==> src/rtl/bus_device_endpoint.sv <==
// Device-side bus endpoint: a TX FIFO feeding the bus and an RX FIFO with ID filtering.
// Define BUS_EP_STATS_EN to add the tx_sent/rx_recv traffic counters.
module bus_device_endpoint #(
  parameter int          pckg_sz   = 16,
  parameter int          depth     = 8,
  parameter logic [7:0]  id        = 8'h00,
  parameter logic [7:0]  broadcast = 8'hFF
) (
  input  logic                       clk,
  input  logic                       reset,
  input  logic                       tx_valid,
  output logic                       tx_ready,
  input  logic [7:0]                 tx_dest,
  input  logic [pckg_sz-9:0]         tx_payload,
  output logic                       pndng,
  output logic [pckg_sz-1:0]         D_pop,
  input  logic                       pop,
  input  logic                       push,
  input  logic [pckg_sz-1:0]         D_push,
  output logic                       rx_valid,
  input  logic                       rx_ready,
  output logic [pckg_sz-1:0]         rx_data,
  output logic                       rx_bcast,
  output logic [$clog2(depth):0]     tx_count,
  output logic [$clog2(depth):0]     rx_count,
  output logic [7:0]                 rx_drop,
  output logic [2:0]                 err
`ifdef BUS_EP_STATS_EN
  ,
  output logic [15:0]                tx_sent,
  output logic [15:0]                rx_recv
`endif
);

  localparam int AW = $clog2(depth);
  localparam int CW = AW + 1;
  localparam logic [CW-1:0] FULL = CW'(depth);

  logic [pckg_sz-1:0] tx_mem [depth];
  logic [pckg_sz-1:0] rx_mem [depth];

  logic [AW-1:0] tx_wr_ptr;
  logic [AW-1:0] tx_rd_ptr;
  logic [AW-1:0] rx_wr_ptr;
  logic [AW-1:0] rx_rd_ptr;

  logic       tx_wr;
  logic       tx_rd;
  logic       rx_wr;
  logic       rx_rd;
  logic [7:0] push_dest;
  logic       push_match;
  logic       rx_full;
  logic       push_overflow;
  logic       push_misroute;
  logic       push_drop;

  // Handshake qualifiers depend only on registered occupancy, never on pop/push/rx_ready paths to outputs.
  always_comb begin
    tx_ready      = (tx_count != FULL);
    pndng         = (tx_count != '0);
    rx_valid      = (rx_count != '0);
    rx_full       = (rx_count == FULL);
    tx_wr         = tx_valid && tx_ready;
    tx_rd         = pop && pndng;
    push_dest     = D_push[pckg_sz-1 -: 8];
    push_match    = (push_dest == id) || (push_dest == broadcast);
    rx_wr         = push && push_match && !rx_full;
    rx_rd         = rx_ready && rx_valid;
    push_overflow = push && push_match && rx_full;
    push_misroute = push && !push_match;
    push_drop     = push_overflow || push_misroute;
  end

  always_comb begin
    D_pop    = pndng    ? tx_mem[tx_rd_ptr] : '0;
    rx_data  = rx_valid ? rx_mem[rx_rd_ptr] : '0;
    rx_bcast = rx_valid && (rx_data[pckg_sz-1 -: 8] == broadcast);
  end

  // Storage arrays carry no reset; stale contents are masked by the occupancy counts.
  always_ff @(posedge clk) begin
    if (reset && tx_wr) begin
      tx_mem[tx_wr_ptr] <= {tx_dest, tx_payload};
    end
    if (reset && rx_wr) begin
      rx_mem[rx_wr_ptr] <= D_push;
    end
  end

  always_ff @(posedge clk) begin
    if (!reset) begin
      tx_wr_ptr <= '0;
      tx_rd_ptr <= '0;
      tx_count  <= '0;
    end else begin
      if (tx_wr) begin
        tx_wr_ptr <= tx_wr_ptr + AW'(1);
      end
      if (tx_rd) begin
        tx_rd_ptr <= tx_rd_ptr + AW'(1);
      end
      case ({tx_wr, tx_rd})
        2'b10:   tx_count <= tx_count + CW'(1);
        2'b01:   tx_count <= tx_count - CW'(1);
        default: tx_count <= tx_count;
      endcase
    end
  end

  always_ff @(posedge clk) begin
    if (!reset) begin
      rx_wr_ptr <= '0;
      rx_rd_ptr <= '0;
      rx_count  <= '0;
    end else begin
      if (rx_wr) begin
        rx_wr_ptr <= rx_wr_ptr + AW'(1);
      end
      if (rx_rd) begin
        rx_rd_ptr <= rx_rd_ptr + AW'(1);
      end
      case ({rx_wr, rx_rd})
        2'b10:   rx_count <= rx_count + CW'(1);
        2'b01:   rx_count <= rx_count - CW'(1);
        default: rx_count <= rx_count;
      endcase
    end
  end

  always_ff @(posedge clk) begin
    if (!reset) begin
      err     <= '0;
      rx_drop <= '0;
    end else begin
      if (pop && !pndng) begin
        err[0] <= 1'b1;
      end
      if (push_overflow) begin
        err[1] <= 1'b1;
      end
      if (push_misroute) begin
        err[2] <= 1'b1;
      end
      if (push_drop && (rx_drop != 8'hFF)) begin
        rx_drop <= rx_drop + 8'd1;
      end
    end
  end

`ifdef BUS_EP_STATS_EN
  always_ff @(posedge clk) begin
    if (!reset) begin
      tx_sent <= '0;
      rx_recv <= '0;
    end else begin
      if (tx_rd) begin
        tx_sent <= tx_sent + 16'd1;
      end
      if (rx_wr) begin
        rx_recv <= rx_recv + 16'd1;
      end
    end
  end
`endif

endmodule

==> config.mk <==
export PLATFORM = sky130hd
export DESIGN_NAME = bus_device_endpoint
export DESIGN_NICKNAME = d
export VERILOG_FILES = /design/src/rtl/bus_device_endpoint.sv
export SDC_FILE = /design/constraint.sdc
export NUM_CORES = 1
export LEC_CHECK = 0
export CAP_MARGIN = 20
export CORE_MARGIN = 3
export CORE_UTILIZATION = 58
export CTS_CLUSTER_DIAMETER = 200
export CTS_CLUSTER_SIZE = 16
export DETAILED_ROUTE_END_ITERATION = 8
export HOLD_SLACK_MARGIN = 0.02
export PLACE_DENSITY_LB_ADDON = 0.05
export SYNTH_ARGS = -nofsm -noshare
export SYNTH_HDL_FRONTEND = slang
export SYNTH_SLANG_ARGS = --single-unit
==> constraint.sdc <==
create_clock -name clk -period 4.5 [get_ports clk]
set_input_delay 0.45 -clock clk [delete_from_list [all_inputs] [get_ports clk]]
set_output_delay 0.45 -clock clk [all_outputs]
set_load 0.02 [all_outputs]
**Signal wires on met1**

The bar under the picture is 50 um long. Supply wires on this layer in gray.
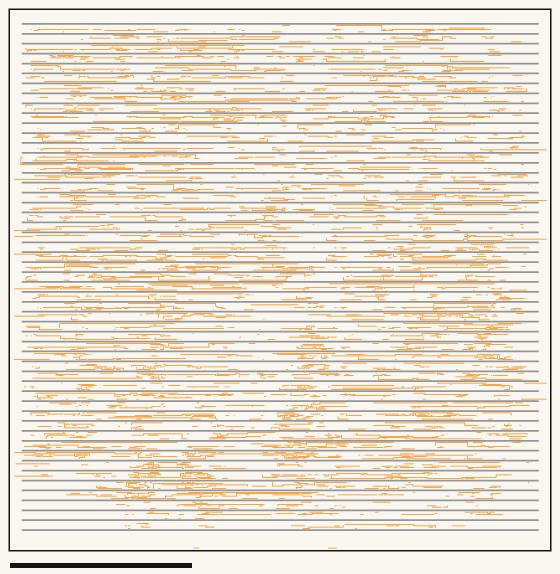
734 nets have wire on it. The longest straight run is 35.4 um. The layer carries 8810 um of wire. The layer holds 40% of the routed length. The wires run mostly horizontal.
GR Util met1: 28.03%
vias post-DR: 5973
Post-Route WL: 22110 um

**M2 wires**

The bar under the picture is 50 um long.
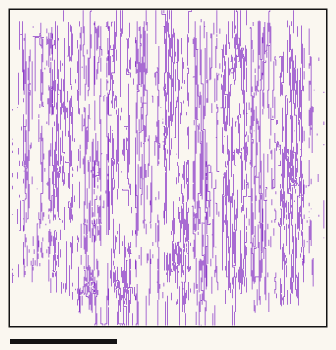
The layer holds 53% of the routed length. The layer carries 11800 um of wire.
M2 GR Usage: 37.12%

**M3 wires**

Cells faint in the background.
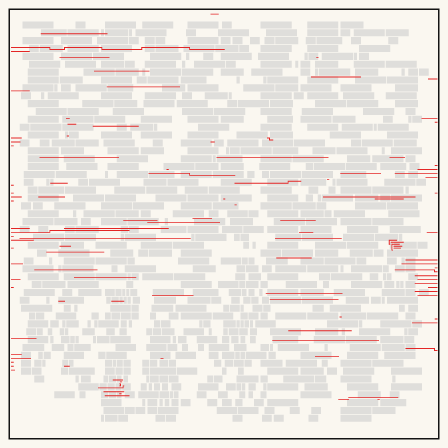
The wires run mostly horizontal. 82 nets have wire on it. The layer carries 1110 um of wire. The longest straight run is 58.9 um. The layer holds 5.0% of the routed length.
met3 Use GR: 3.035%

**Signal wires on met4**

The bar under the picture is 50 um long. Supply wires on this layer in gray.
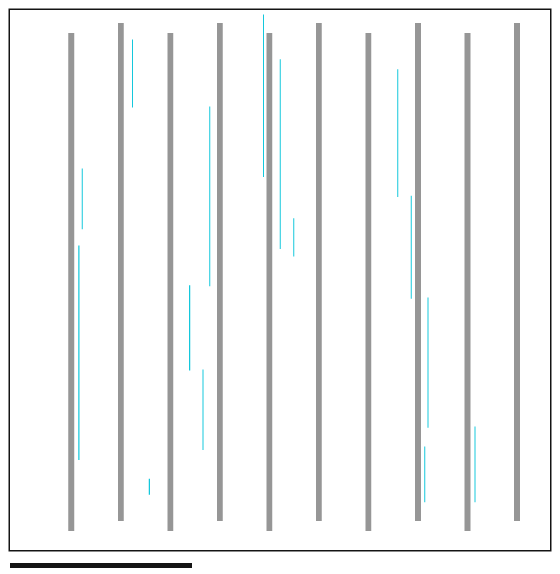
The longest straight run is 58.5 um. The layer carries 430 um of wire.

[placed cells by master, fill, tap and decap left out, types with 4 or more instances in the layout]
master / netlist / routed
a21oi_1: 6 / 6
nor2b_1: 6 / 6
clkdlybuf4s50_1: 0 / 92
nand4_1: 5 / 5
o31ai_1: 4 / 4
clkbuf_1: 15 / 15
ha_1: 11 / 11
edfxtp_1: 256 / 256
dfxtp_1: 37 / 34
or3_1: 4 / 4
o21ai_0: 8 / 8
xnor2_1: 7 / 7
nand2_1: 17 / 17
nor3_2: 0 / 6
nand3_1: 5 / 5
and2_1: 15 / 15
mux4_2: 64 / 64
buf_4: 2 / 25
inv_1: 6 / 6
a21boi_1: 6 / 6
nor2_1: 44 / 44
o21a_1: 5 / 5
mux2i_1: 38 / 38
nand2b_1: 4 / 4
xor2_1: 6 / 6
clkbuf_16: 0 / 23
[layout make-up]
class                   instances  area (um^2)
flip-flops and latches        293         8432
fillers                      1313         5977
multi-input cells             296         3127
repair buffers                117         1109
clock buffers                  38        631.9
well taps                     265        331.6
inverters                       8        30.03
clock inverters                 1        16.27
[power by group]
part	leakage (nW)	internal [mW]	switching, mW	total [mW]
clock network	0.308	0.959	0.861	1.82
logic	1.36	0.578	0.586	1.16
registers	2.61	3.02	0.106	3.12
[metrics by stage]
step | total power [mW] | area, um^2 | std cells | setup slack, ns
4_1_cts | 6.188 | 13680 | 1018 | 0.9018
3_5_place_dp | 4.365 | 13030 | 979 | 1.038
5_1_grt | 6.372 | 13680 | 1018 | 0.7356
6_report | 6.107 | 13680 | 1018 | 0.9896
3_3_place_gp | 4.338 | 13030 | 979 | 1.121
2_1_floorplan | 3.864 | 11690 | 628 | 1.133
==> out/metrics.yaml <==
critical_path:
  rrSetupSlack_ns: 1.70
  cp_num_cells: 5
  cp.required_ns: 4.05
  arrival_ns: 3.06
  crit_type: "flip-flop to output pin"
  rr_endpoint: "tx_count[3]"
  setup.worst_path.end_class: "output pin"
  crit_end: "D_pop[2]"
  crit_fanout: 18
  worst-path-buf-inv: 2
  crit_chain: "buf_4 > mux4_2 > mux2i_1 > nor2_1 > clkdlybuf4s50_1"
clocking:
  clock_path_buffers: 3
  cts_root_buffer: "clkbuf_16"
  numCtsBuffers: 22
  path_clk_slew_ns: 0.07
  cts_resized: 0
  cts_sinks: 293
  holdBufCountCts: 0
routing:
  drc: 0
  dr.pass1.iters: 4
  highest_layer: "met4"
  drtAntennaViolNets: 0
  wl_per_cell_um: 21.72
  vias_per_cell: 5.867
global_routing:
  top_usage_layer: "met2"
  grt_max_degree: 43
  overflow: 0
  antenna_found_initial: 0
  first_global_vias: 6217
logic_synthesis:
  netlist_area_um2: 11690
  synthAoiAreaFrac_pct: 2.227
  syn_avg_cell_area_um2: 18.61
  async_flop_share_pct: 0
  edf_count: 256
  synth_flops: 293
  mux_share_pct: 15.59
  synthSimpleGateAreaFrac_pct: 6.252
  postSynthSeqShare_pct: 72.11
  ys_area_um2: 11690
  yosysWarnings: 0
  adder_share_pct: 1.349
  area_leaders: "edfxtp_1 66%, mux4_2 12%, dfxtp_1 6.3%"
  fp_nets: 678
  top_cells_by_count: "256 x edfxtp_1, 64 x mux4_2, 44 x nor2_1"
die:
  row_count: 51
  core_um2: 19650
  die_w_um: 148.0
power_and_ir_drop:
  leakagePower_nw: 4.279
  ir_drop_v: 0.0005625
layout:
  diodes: 0
  post-route-util_pct: 69.59
  reg_top3: "rx_mem (128), tx_mem (128), rx_drop (8)"
timing:
  fin_crit_sh_pct: 78.01
  grt_setup_unrepaired: "false"
  timing.hold.ws_ns: 0.4760
  clock_skew_ns: 0.01551
  finalMaxSlewViolations: 0
  setup_viol_count_final: 0
  period_minus_slack_ns: 3.510
placement:
  io_buffer_count: 92
hold_path:
  hold_path_end: "err[1]"
status:
  status: "complete, no violations"
job:
  tool_warnings: 27
  drv_cap: 0
Power and IR drop assume default switching activity.
